`config.mk`:
```
export PLATFORM = sky130hd
export DESIGN_NAME = wb_drain_ctrl
export DESIGN_NICKNAME = d
export VERILOG_FILES = /design/src/rtl/wb_drain_ctrl_pkg.sv /design/src/rtl/wb_drain_ctrl_sat_counter.sv /design/src/rtl/wb_drain_ctrl.sv
export SDC_FILE = /design/constraint.sdc
export NUM_CORES = 1
export LEC_CHECK = 0
export ABC_CLOCK_PERIOD_IN_PS = 2470
export CAP_MARGIN = 25
export CORE_MARGIN = 2
export CORE_UTILIZATION = 42
export CTS_BUF_LIST = sky130_fd_sc_hd__clkbuf_8
export CTS_CLUSTER_SIZE = 10
export DETAILED_ROUTE_END_ITERATION = 7
export PLACE_DENSITY = 0.83
export SYNTH_ARGS = -nofsm -noshare
export SYNTH_HDL_FRONTEND = slang
export SYNTH_SLANG_ARGS = --single-unit
```
`constraint.sdc`:
```
create_clock -name clk -period 2.47 [get_ports clk]
set_clock_uncertainty 0.05 [all_clocks]
set_input_delay 0.247 -clock clk [delete_from_list [all_inputs] [get_ports clk]]
set_output_delay 0.247 -clock clk [all_outputs]
set_load 0.01 [all_outputs]
```
`src/rtl/wb_drain_ctrl_pkg.sv`:
```
// Shared definitions for the write-buffer drain controller.
//   - FSM state encoding
//   - Bit positions of the fields inside a write-buffer entry
//   - Default entry width (address + data + byte enables)
package wb_drain_ctrl_pkg;

    localparam int unsigned WB_ENTRY_W = 68;

    // Entry layout: {addr[31:0], data[31:0], be[3:0]}
    localparam int unsigned ADDR_MSB = 67;
    localparam int unsigned ADDR_LSB = 36;
    localparam int unsigned DATA_MSB = 35;
    localparam int unsigned DATA_LSB = 4;
    localparam int unsigned BE_MSB   = 3;
    localparam int unsigned BE_LSB   = 0;

    typedef enum logic [1:0] {
        StIdle  = 2'd0,
        StWrReq = 2'd1,
        StRdReq = 2'd2
    } state_e;

endpackage

```
`src/rtl/wb_drain_ctrl_sat_counter.sv`:
```
// Saturating up-counter used for the drained-write performance count.
//   clk     : clock
//   rst_n   : asynchronous active-low reset, clears the count
//   inc_in  : increment request for this cycle
//   cnt_out : current count, sticks at all ones
module wb_sat_counter #(
    parameter int unsigned CNT_W = 16
) (
    input  logic             clk,
    input  logic             rst_n,
    input  logic             inc_in,
    output logic [CNT_W-1:0] cnt_out
);

    logic [CNT_W-1:0] cnt_q, cnt_d;

    always_comb begin
        cnt_d = cnt_q;
        if (inc_in && (cnt_q != {CNT_W{1'b1}})) begin
            cnt_d = cnt_q + {{(CNT_W-1){1'b0}}, 1'b1};
        end
    end

    always_ff @(posedge clk or negedge rst_n) begin
        if (!rst_n) begin
            cnt_q <= '0;
        end else begin
            cnt_q <= cnt_d;
        end
    end

    assign cnt_out = cnt_q;

endmodule

```
`src/rtl/wb_drain_ctrl.sv`:
```
// Write-buffer drain controller. Pops store entries from the write buffer and
// issues them as single-word writes on the memory port; also forwards cache
// read misses on the same port, always after every buffered write.
//   wb_*   : write-buffer head entry, empty flag and pop strobe
//   rd_*   : cache read-miss request / return
//   mem_*  : shared memory port (req held until ack)
//   busy_out      : controller active or buffer not empty
//   drain_cnt_out : saturating count of completed writes
module wb_drain_ctrl
    import wb_drain_ctrl_pkg::*;
#(
    parameter int unsigned ADDR_W  = 32,
    parameter int unsigned DATA_W  = 32,
    parameter int unsigned BE_W    = 4,
    parameter int unsigned ENTRY_W = WB_ENTRY_W,
    parameter int unsigned CNT_W   = 16
) (
    input  logic               clk,
    input  logic               rst_n,
    input  logic               wb_empty_in,
    input  logic [ENTRY_W-1:0] wb_data_in,
    output logic               wb_pop_out,
    input  logic               rd_req_in,
    input  logic [ADDR_W-1:0]  rd_addr_in,
    output logic [DATA_W-1:0]  rd_data_out,
    output logic               rd_valid_out,
    output logic               mem_req_out,
    output logic               mem_we_out,
    output logic [ADDR_W-1:0]  mem_addr_out,
    output logic [DATA_W-1:0]  mem_wdata_out,
    output logic [BE_W-1:0]    mem_be_out,
    input  logic [DATA_W-1:0]  mem_rdata_in,
    input  logic               mem_ack_in,
    output logic               busy_out,
    output logic [CNT_W-1:0]   drain_cnt_out
);

    state_e            state_q, state_d;
    logic              mem_req_q, mem_req_d;
    logic              mem_we_q, mem_we_d;
    logic [ADDR_W-1:0] mem_addr_q, mem_addr_d;
    logic [DATA_W-1:0] mem_wdata_q, mem_wdata_d;
    logic [BE_W-1:0]   mem_be_q, mem_be_d;
    logic [DATA_W-1:0] rd_data_q, rd_data_d;
    logic              rd_valid_q, rd_valid_d;
    logic              pop;
    logic              drain_inc;

    always_comb begin
        state_d     = state_q;
        mem_addr_d  = mem_addr_q;
        mem_wdata_d = mem_wdata_q;
        mem_be_d    = mem_be_q;
        rd_data_d   = rd_data_q;
        rd_valid_d  = 1'b0;
        pop         = 1'b0;
        drain_inc   = 1'b0;

        unique case (state_q)
            StIdle: begin
                // Writes always win so a read never overtakes a buffered store.
                if (!wb_empty_in) begin
                    pop         = 1'b1;
                    mem_addr_d  = wb_data_in[ADDR_MSB:ADDR_LSB];
                    mem_wdata_d = wb_data_in[DATA_MSB:DATA_LSB];
                    mem_be_d    = wb_data_in[BE_MSB:BE_LSB];
                    state_d     = StWrReq;
                end else if (rd_req_in && !rd_valid_q) begin
                    // rd_req_in is still high while rd_valid_out pulses; skip it.
                    mem_addr_d = rd_addr_in;
                    mem_be_d   = '1;
                    state_d    = StRdReq;
                end
            end
            StWrReq: begin
                if (mem_ack_in) begin
                    drain_inc = 1'b1;
                    if (!wb_empty_in) begin
                        pop         = 1'b1;
                        mem_addr_d  = wb_data_in[ADDR_MSB:ADDR_LSB];
                        mem_wdata_d = wb_data_in[DATA_MSB:DATA_LSB];
                        mem_be_d    = wb_data_in[BE_MSB:BE_LSB];
                    end else begin
                        state_d = StIdle;
                    end
                end
            end
            StRdReq: begin
                if (mem_ack_in) begin
                    rd_data_d  = mem_rdata_in;
                    rd_valid_d = 1'b1;
                    state_d    = StIdle;
                end
            end
            default: state_d = StIdle;
        endcase

        mem_req_d = (state_d != StIdle);
        mem_we_d  = (state_d == StWrReq);
    end

    always_ff @(posedge clk or negedge rst_n) begin
        if (!rst_n) begin
            state_q     <= StIdle;
            mem_req_q   <= 1'b0;
            mem_we_q    <= 1'b0;
            mem_addr_q  <= '0;
            mem_wdata_q <= '0;
            mem_be_q    <= '0;
            rd_data_q   <= '0;
            rd_valid_q  <= 1'b0;
        end else begin
            state_q     <= state_d;
            mem_req_q   <= mem_req_d;
            mem_we_q    <= mem_we_d;
            mem_addr_q  <= mem_addr_d;
            mem_wdata_q <= mem_wdata_d;
            mem_be_q    <= mem_be_d;
            rd_data_q   <= rd_data_d;
            rd_valid_q  <= rd_valid_d;
        end
    end

    wb_sat_counter #(
        .CNT_W (CNT_W)
    ) u_drain_cnt (
        .clk     (clk),
        .rst_n   (rst_n),
        .inc_in  (drain_inc),
        .cnt_out (drain_cnt_out)
    );

    // Gated by rst_n so the buffer is never popped while we are held in reset.
    assign wb_pop_out    = pop && rst_n;
    assign busy_out      = rst_n && ((state_q != StIdle) || !wb_empty_in);
    assign mem_req_out   = mem_req_q;
    assign mem_we_out    = mem_we_q;
    assign mem_addr_out  = mem_addr_q;
    assign mem_wdata_out = mem_wdata_q;
    assign mem_be_out    = mem_be_q;
    assign rd_data_out   = rd_data_q;
    assign rd_valid_out  = rd_valid_q;

endmodule

```
**Run 1: where the registers sit**

The bar under the picture is 20 um long.
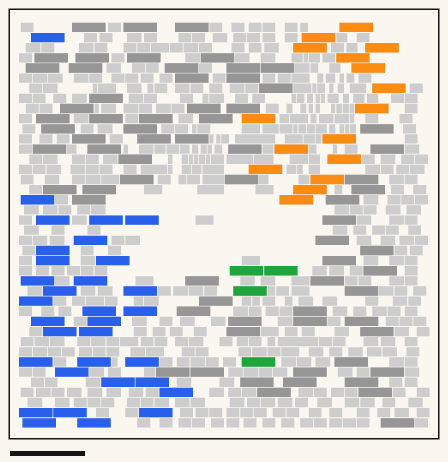
`u_drain_cnt.cnt_out`: marked orange, flops 16. `mem_be_out`: marked green, flops 4. `rd_data_out`: marked blue, flops 32.

**Run 1: signal wires by layer**

The bar under the picture is 20 um long.
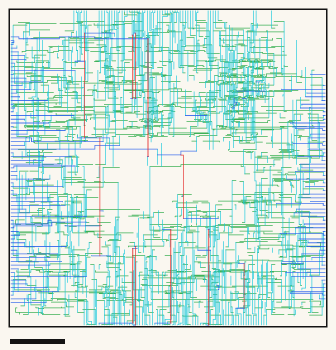
met4: marked red, wire length 336 um. met1: marked green, wire length 4930 um. met2: marked cyan, wire length 6850 um. met3: marked blue, wire length 1320 um.

==> impl_metrics.toml, run 1 <==
# implementation run metrics
[power_and_ir_drop]
pg_seq_mw = 2.79
power_frac_clock_pct = 25.5
peakVddDrop_mv = 0.543
p_int_mw = 4.94
p_sw_mw = 1.92
pwr.group.clock_mw = 1.75
power_leader = "sequential cells"

[cts]
cts_tree = "yes"
cts.sinks = 121
clockRootBuffer = "clkbuf_8"
numCtsBuffers = 17
hold_buffers = 1
cts.clk_slew.worst_paths_ps = 70

[hold_path]
worstHoldStart = "wb_data_in[30]"
hold_depth = 2
hold_class = "in -> reg"

[yosys]
synth.largest_area_cell = "dfrtp_1"
area_leaders = "dfrtp_1 59%, mux2_2 29%, buf_2 1.4%"
ys_ff = 121
syn_inst = 357
ys_chip_area_mm2 = 0.00516
synth.distinct_cells = 34
ff_type = "dfrtp_1"
synthArstFlopShare_pct = 100
floorplan.nets = 495
avgSynthCellArea_um2 = 14.5
edf_count = 0
yosysSeqAreaShare_pct = 58.7

[status]
status = "complete, no violations"

[sta]
max_slew_margin_pct = 58.6
drv_slew = 0
hold_ws_ps = 380
worst_pin_slew_ps = 620
fmax_mhz = 459
hold_viol = 0
fin_crit_sh_pct = 88.2
tns_ps = 0

[worst_setup_path]
reg2reg_depth = 5
worstSetupStartpointType = "flop"
path_class = "reg -> out"
path_common_cell = "nor2_1"
rr_endpoint = "u_drain_cnt.cnt_out[1]"
r2r_slack_ps = 520
critPathMaxStageDelay_ps = 570

[layout]
lay_top_cells = "256 x clkdlybuf4s50_1, 134 x mux2_2, 121 x dfrtp_1, 20 x clkbuf_8"
clockNetworkAreaShare_pct = 4.81
clockBufferCount = 20
drive_gt1_share_pct = 28.2
n_antenna_cell = 0
nets = 763
fillers = 882
inv_count = 6
area_growth_pct = 61.7
final_cell_area_mm2 = 0.00835
final-comb-area_mm2 = 0.00205
n_all_buffers = 263

[grt]
grt_max_degree = 122
grt.total_usage_pct = 20.5
antenna_found_initial = 0
grt-ovfl-total = 0
grt_pass1_vias = 4228

[job]
maxCapViolations = 0
warning_count = 28

[route]
avgViaCountPerCell = 4.99
ant_nets = 0
vias = 3914
drc_errors = 0
drtPass1Iterations = 4
wl_mm = 13.4

[floorplan]
num_rows = 40
chipWidth_um = 115
tap_cells = 147
coreArea_mm2 = 0.0120

[placed_design]
port_buffers = 257
place.gp.congestion = 0.827
pre_cts_ws_ps = 409
dp_hpwl_mm = 9.90
place_area_mm2 = 0.00793
place_inst = 752
**Run 1: selected gate families**

The bar under the picture is 20 um long.
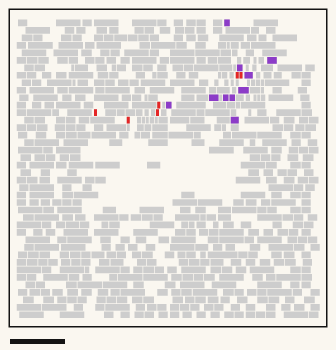
inverters: marked red, cells 6, most used inv_1. AND and OR gates: marked purple, cells 10.
fin cells: 785
most used logic cell in the final layout: clkdlybuf4s50_1
Comb/total area: 24.6%

run 1: per-layer routing:
layer	vias up	track usage (%)	part of all wire, %
li1	1804	-	-
met1	1903	21.9	37
met2	181	35.5	51
met3	26	8.17	9.9
met4	0	9.72	2.5
met5	-	0	0
run 1: worst max path at each step:
stage	startpoint	to	slack (ps)
after CTS	state_q[1]	wb_pop_out	240
after global routing	state_q[1]	wb_pop_out	130
after floorplan	u_drain_cnt.cnt_out[0]	u_drain_cnt.cnt_out[1]	610
after detailed placement	mem_ack_in	wb_pop_out	410
final	state_q[1]	wb_pop_out	290
after global placement	mem_ack_in	wb_pop_out	450
run 1: cells in the mapped netlist (2+ instances only):
library cell and number:
xor2_1 3, mux2_2 134, and2_1 2, buf_2 14
inv_1 6, nor2_1 10, nand2_1 10, nor3_1 4
a21oi_1 5, dfrtp_1 121, xnor2_1 7, nand4_1 5
nand3_1 9, or2_2 2, nand2b_1 6
run 1: sequential cells by signal, summed over array words and instances, names as in the netlist:
register,cells
mem_addr_out,32
mem_wdata_out,32
rd_data_out,32
u_drain_cnt.cnt_out,16
mem_be_out,4
state_q,2
mem_req_out,1
mem_we_out,1
rd_valid_out,1
run 1: cells by family (layout without fill, tap and decap cells):
group / after synthesis / count (layout) / share of synthesized area, %
AOI/OAI and AO/OA: 11 / 11 / 1.46
xor gates and xnor gates: 10 / 10 / 1.70
adders and majority gates: 1 / 1 / 0.242
buffers and inverters: 20 / 301 / 1.79
DFF: 121 / 121 / 58.7
muxes: 135 / 135 / 29.5
and+or+nand+nor: 59 / 59 / 6.60
run 1: critical path, delay by kind of cell, from the launching register on:
| family | cells | cell delay [ps] |
|---|---|---|
| buf+inv | 1 | 570 |
| flops | 1 | 530 |
| simple gates | 3 | 360 |
==> run 2: changes to the inputs <==
--- a/config.mk
+++ b/config.mk
@@ -6,7 +6,7 @@
 export NUM_CORES = 1
 export LEC_CHECK = 0
 export ABC_CLOCK_PERIOD_IN_PS = 2470
-export CAP_MARGIN = 25
+export CAP_MARGIN = 20
 export CORE_MARGIN = 2
 export CORE_UTILIZATION = 42
 export CTS_BUF_LIST = sky130_fd_sc_hd__clkbuf_8
**Run 2: routing congestion map**

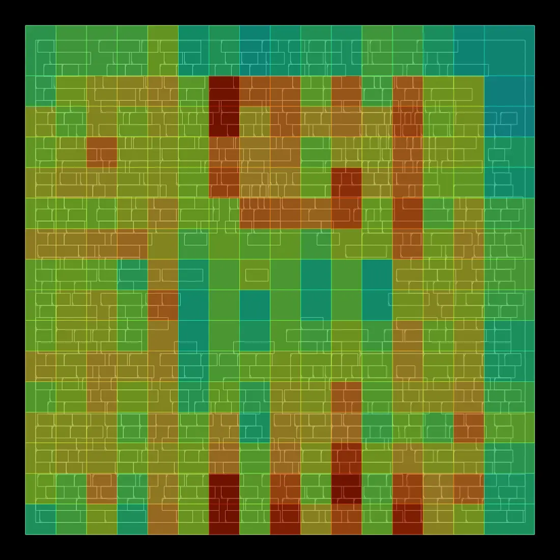
met2 Track Usage GR: 35.5%
routing usage on met3: 8.17%
All-Layer GR Usage: 20.5%
per-cell routed wire length: 17.1 um
GR Layer Usage met1: 21.9%

==> run 2 against run 1 <==
  * Combinational power hardly changed
  * Clock power about the same
  * Synthesized cell count is the same
  * Sequential share of layout area stayed put
  * Setup slack did not move
  * Area after synthesis stayed put
  * Sequential power hardly changed
  * Design area unchanged
  * Critical endpoint unchanged
==> impl_metrics.toml, run 2 <==
# implementation run metrics
[layout]
buffer_area_share_pct = 31.8
n_all_buffers = 263
area_growth_pct = 61.7
drive_gt1_share_pct = 28.2
dominant-cell-class = "registers"
design.seq.count = 121
nets = 763
clockBufferCount = 20
final_core_util_pct = 69.5
lay_top_count = "clkdlybuf4s50_1"
sh_comb_area_pct = 24.6
final_cells = 785
logic_gates = 216
final-comb-area_mm2 = 0.00205
inv_count = 6
clockNetworkAreaShare_pct = 4.81
fillers = 882
lay_top_cells = "256 x clkdlybuf4s50_1, 134 x mux2_2, 121 x dfrtp_1, 20 x clkbuf_8"
n_antenna_cell = 0

[yosys]
synth.largest_area_cell = "dfrtp_1"
mux_area_share_pct = 29.5
ff_type = "dfrtp_1"
ys_ff = 121
netlist.area_leader.share_pct = 58.7
fa_ha_area_share_pct = 0.242
ys_chip_area_mm2 = 0.00516
floorplan.nets = 495
ys_cells = 357
synth.distinct_cells = 34
yosysSeqAreaShare_pct = 58.7
edf_count = 0
avgSynthCellArea_um2 = 14.5
synth.cell_area_mm2 = 0.00516
synthXorXnorAreaFrac_pct = 1.70
area_leaders = "dfrtp_1 59%, mux2_2 29%, buf_2 1.4%"
synth.cellmix.simpleShare_pct = 6.60
topCombFamilyByArea = "multiplexers"
syn_inst = 357
synth.top_cells.by_count = "134 x mux2_2, 121 x dfrtp_1, 14 x buf_2"
synthArstFlopShare_pct = 100
synth-compound-area-share_pct = 1.45
synth.most_common_cell = "mux2_2"

[cts]
cts.clk_slew.worst_paths_ps = 70
htreeDepth = 4
hold_buffers = 1
cts.repair.resized = 0
numCtsBuffers = 17
cts.sinks = 121
cts_tree = "yes"
clockRootBuffer = "clkbuf_8"
cts_setup_buffers = 0

[floorplan]
tap_cells = 147
num_rows = 40
coreArea_mm2 = 0.0120
fp_util_pct = 43.0
chipWidth_um = 115
chipHeight_um = 115

[sta]
worst_pin_slew_ps = 620
hold_ws_ps = 380
max_slew_margin_pct = 58.6
fmax_mhz = 459
tns_ps = 0
fin_crit_sh_pct = 88.2
drv_slew = 0
rsz0062_at_grt = "no"
setup_viol = 0
hold_viol = 0

[grt]
grt_max_degree = 122
grt_pass1_vias = 4228
grt-ovfl-total = 0
antenna_found_initial = 0

[worst_setup_path]
worstPathCellList = "nor2_1, nand2_1, nor2_1, clkdlybuf4s50_1"
critPathMaxStageDelay_ps = 570
crit_family = "buffers and inverters"
cp_num_buf_inv = 1
crit_arrival_ps = 1880
path_common_cell = "nor2_1"
slowest_stage = "clkdlybuf4s50_1"
path_class = "reg -> out"
worstSetupStartpointType = "flop"
path_max_fanout = 11

[status]
status = "complete, no violations"

[power_and_ir_drop]
p_per_area_mw_per_mm2 = 822
peakVddDrop_mv = 0.543
p_leak_nw = 3.47

[route]
drtIter0Drc = 106
drtPass1Iterations = 4
avgViaCountPerCell = 4.99
drc_errors = 0
ant_nets = 0

[job]
warning_count = 28
maxCapViolations = 0

[placed_design]
place_inst = 752
port_buffers = 257
place.gp.congestion = 0.827
dp_hpwl_mm = 9.90

[hold_path]
hold_class = "in -> reg"
**Run 2: signal wires by layer**

The bar under the picture is 20 um long.
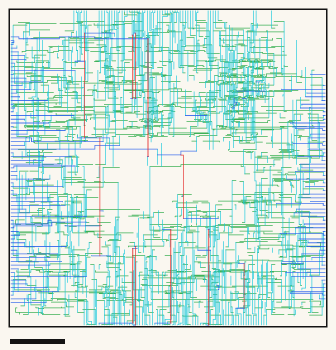
total wire length: 13.4 mm
via count: 3914

run 2: cell counts after synthesis:
No cell type changed its count.
run 2: metal layers:
metal | part of all wire, % | vias to the layer above | global-route usage (%) | wire [um]
met3 | 9.9 | 26 | 8.17 | 1320
met2 | 51 | 181 | 35.5 | 6850
met1 | 37 | 1903 | 21.9 | 4930
li1 | - | 1804 | - | -
met5 | 0 | - | 0 | 0
met4 | 2.5 | 0 | 9.72 | 335
run 2: path summary, 6_finish.rpt:
kind,endpoint,slack [ps],start,depth (start not counted)
min,mem_wdata_out[26],380,wb_data_in[30],2
min in group asynchronous,mem_wdata_out[22],470,rst_n,3
max in group asynchronous,mem_addr_out[16],1470,rst_n,3
max,wb_pop_out,290,state_q[1],4
min reg2reg,mem_be_out[3],460,mem_be_out[3],1
max reg2reg,u_drain_cnt.cnt_out[1],520,u_drain_cnt.cnt_out[0],5
run 2: power by group:
| part | internal, mW | switching [mW] | total [mW] |
|---|---|---|---|
| logic | 1.50 | 0.820 | 2.32 |
| clock network | 0.970 | 0.781 | 1.75 |
| registers | 2.48 | 0.314 | 2.79 |
| total | 4.94 | 1.92 | 6.86 |
run 2: through the flow:
| stage | setup slack (ps) | cell area [um^2] | power, mW |
|---|---|---|---|
| after global routing | 128 | 8350 | 7.22 |
| after floorplan | 614 | 5160 | 3.68 |
| after CTS | 236 | 8350 | 6.94 |
| final | 290 | 8350 | 6.86 |
| after detailed placement | 409 | 7930 | 5.16 |
| after global placement | 451 | 7930 | 5.08 |
run 2: cell families (layout without fill, tap and decap cells):
family                     Yosys count  after routing
xor gates and xnor gates            10             10
buffers and inverters               20            301
AOI/OAI and AO/OA                   11             11
adders and majority gates            1              1
DFF                                121            121
and+or+nand+nor                     59             59
muxes                              135            135
**Run 2: selected gate families**

The bar under the picture is 20 um long.
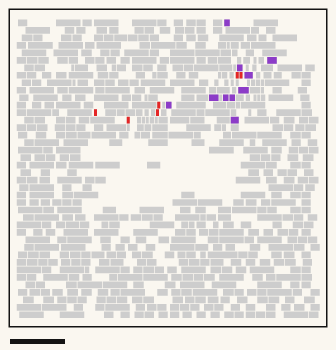

==> run 3: changes to the inputs <==
--- a/config.mk
+++ b/config.mk
@@ -8,11 +8,12 @@
 export ABC_CLOCK_PERIOD_IN_PS = 2470
 export CAP_MARGIN = 20
 export CORE_MARGIN = 2
-export CORE_UTILIZATION = 42
+export CORE_UTILIZATION = 41
 export CTS_BUF_LIST = sky130_fd_sc_hd__clkbuf_8
 export CTS_CLUSTER_SIZE = 10
 export DETAILED_ROUTE_END_ITERATION = 7
-export PLACE_DENSITY = 0.83
+export PLACE_DENSITY = 0.82
 export SYNTH_ARGS = -nofsm -noshare
 export SYNTH_HDL_FRONTEND = slang
+export SYNTH_HIERARCHICAL = 1
 export SYNTH_SLANG_ARGS = --single-unit
**Run 3: selected gate families**

The bar under the picture is 20 um long.
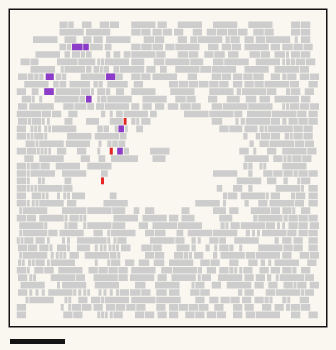
AND and OR gates: marked purple, cells 8, most used and3_1, where top left. inverters: marked red, cells 3, most used inv_1.
Comb/total area: 23.8%
fin cells: 901

==> run 3 against run 2 <==
  * Sequential share of layout area grew 0.47 points
  * Sequential cell count stayed put
  * Via count grew 12%
  * Total power shrank 3.8%
  * Sequential power hardly changed
  * Worst hold slack got worse by 140 ps
  * Clock-buffer cell count fell by 3
  * Register-to-register slack worse by 240 ps
  * Final cell count rose by 15%
  * Core utilization down 1.2 points
  * Critical endpoint unchanged
  * Largest power group unchanged
==> impl_metrics.toml, run 3 <==
# implementation run metrics
[power_and_ir_drop]
power_frac_clock_pct = 24.7
p_per_area_mw_per_mm2 = 801
power_frac_seq_pct = 41.9
p_int_mw = 4.54
combinationalPowerShare_pct = 33.4
power_mw = 6.60
peakVddDrop_mv = 0.514
p_leak_nw = 3.65
switching_share_pct = 31.1
p_sw_mw = 2.05

[yosys]
synth.cellmix.simpleShare_pct = 16.4
synth.largest_area_cell = "dfrtp_1"
area_leaders = "dfrtp_1 59%, nand2_1 7.4%, mux2_2 7.1%"
ys_ff = 121
synthArstFlopShare_pct = 100
synth_warnings = 6
synth.top_cells.by_count = "121 x dfrtp_1, 101 x nand2_1, 45 x a21oi_1"
mux_area_share_pct = 13.6
fa_ha_area_share_pct = 0.245
synthXorXnorAreaFrac_pct = 1.20
netlist.area_leader.share_pct = 59.4
ys_cells = 457
edf_count = 0
synth.cell_area_mm2 = 0.00510
syn_inst = 457
avgSynthCellArea_um2 = 11.2
floorplan.nets = 595
yosysSeqAreaShare_pct = 59.4
synth.distinct_cells = 42
topCombFamilyByArea = "simple AND/OR/NAND/NOR gates"
synth-compound-area-share_pct = 7.01
ys_chip_area_mm2 = 0.00510
synth.most_common_cell = "dfrtp_1"
ff_type = "dfrtp_1"

[worst_setup_path]
cp.required_ps = 2170
worstSetupEndpointType = "output pin"
path_class = "reg -> out"
worstSetupStartpointType = "flop"
path_max_fanout = 7
crit_arrival_ps = 2060

[cts]
clock_path_buffers = 2
clockRootBuffer = "clkbuf_8"
cts_tree = "yes"
hold_buffers = 1
numCtsBuffers = 17
worstSkewPairLatency_ps = 430
cts.sinks = 121
cts_setup_buffers = 0
cts.repair.resized = 0
cts.clk_slew.worst_paths_ps = 70
htreeDepth = 4

[sta]
max_slew_margin_pct = 54.0
setup_viol = 0
tns_ps = 0
fin_ws_ps = 117
min_period_ps = 2350
drv_slew = 0
worst_pin_slew_ps = 690
rsz0062_at_grt = "no"
fmax_mhz = 425
hold_viol = 0
fin_crit_sh_pct = 95.3

[floorplan]
chipWidth_um = 116
chipHeight_um = 116
fp_util_pct = 42.3
die_area_mm2 = 0.0133
coreArea_mm2 = 0.0121
ios = 258
num_rows = 40

[layout]
area_growth_pct = 61.5
lay_top_count = "clkdlybuf4s50_1"
drive_gt1_share_pct = 11.6
lay_top_cells = "256 x clkdlybuf4s50_1, 121 x dfrtp_1, 100 x nand2_1, 45 x a21oi_1, 44 x nor2_1"
fillers = 922
n_antenna_cell = 0
nets = 858

[route]
top_layer = "met4"
ant_nets = 0
wl_mm = 14.4
drc_errors = 0
drtPass1Iterations = 4
vias = 4373
avgViaCountPerCell = 4.85
wl_met3_mm = 1.19
met1_length_mm = 5.56
routed-wl-met2_mm = 7.38
drtIter0Drc = 202

[grt]
grt-ovfl-total = 0
antenna_found_initial = 0
grt_pass1_vias = 4417
use_met2_pct = 38.1
grt_pass1_wl_mm = 22.2
grt.total_usage_pct = 21.4
grt_max_degree = 73

[status]
status = "complete, no violations"

[placed_design]
place_inst = 868
place.gp.congestion = 0.793
pre_cts_ws_ps = 289
dp_hpwl_mm = 11.0
port_buffers = 257

[job]
warning_count = 26
maxCapViolations = 0

[hold_path]
hold_class = "in -> async"
**Run 3: routing congestion map**

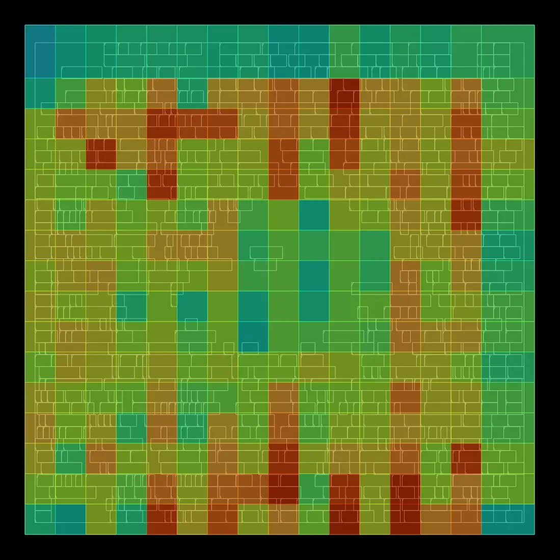
GRT busiest layer: met2
per-cell routed wire length: 16.0 um
routing usage on met3: 7.06%
GR Layer Usage met1: 24.2%

## run 3: power groups by stage
stage	Clock, mW	Combinational [mW]	Sequential, mW
3_5_place_dp	0	2.23	2.80
5_1_grt	1.76	2.37	2.83
6_report	1.63	2.21	2.76
4_1_cts	1.67	2.24	2.77
3_3_place_gp	0	2.17	2.77
2_1_floorplan	0	0.595	2.99
## run 3: critical path: stages (launching register included)
cell	delay (ps)
dfrtp_1	440
nor2b_1	200
or3_1	340
nor2_1	100
clkdlybuf4s50_1	570
## run 3: cell type report
type | instances | area (um^2) | area share [%]
Timing Repair Buffer | 266 | 2670 | 32.4
Inverter | 3 | 11.3 | 0.137
Clock inverter | 15 | 129 | 1.56
Tap cell | 168 | 210 | 2.55
Sequential cell | 121 | 3030 | 36.8
Clock buffer | 17 | 234 | 2.84
Multi-Input combinational cell | 311 | 1960 | 23.8
## run 3: per-stage QoR
step,util (%),instance area [um^2],hold WS [ps]
after floorplan,-,5100,-98.6
after global placement,65.2,7870,85.7
after detailed placement,65.2,7870,96.1
after CTS,68.3,8240,225
after global routing,68.3,8240,257
final,68.3,8240,242
## run 3: cell families after synthesis
kind of cell / after synthesis
AOI/OAI and AO/OA: 59
muxes: 65
adders and majority gates: 1
and+or+nand+nor: 179
DFF: 121
xor gates and xnor gates: 7
buffers and inverters: 25
## run 3: path summary, 6_finish.rpt
path                                 start                endpoint  slack (ps)  depth (start not counted)
min in group clk           mem_rdata_in[3]          rd_data_out[3]         290                          3
hold / removal                       rst_n  u_drain_cnt/cnt_out[2]         240                          2
setup reg to reg                state_q[1]  u_drain_cnt/cnt_out[5]         280                          6
max in group asynchronous            rst_n         mem_addr_out[1]        1150                          3
setup / recovery                state_q[0]              wb_pop_out         120                          4
hold reg to reg             rd_data_out[8]          rd_data_out[8]         430                          2
Power is estimated from default activity; no workload was simulated.
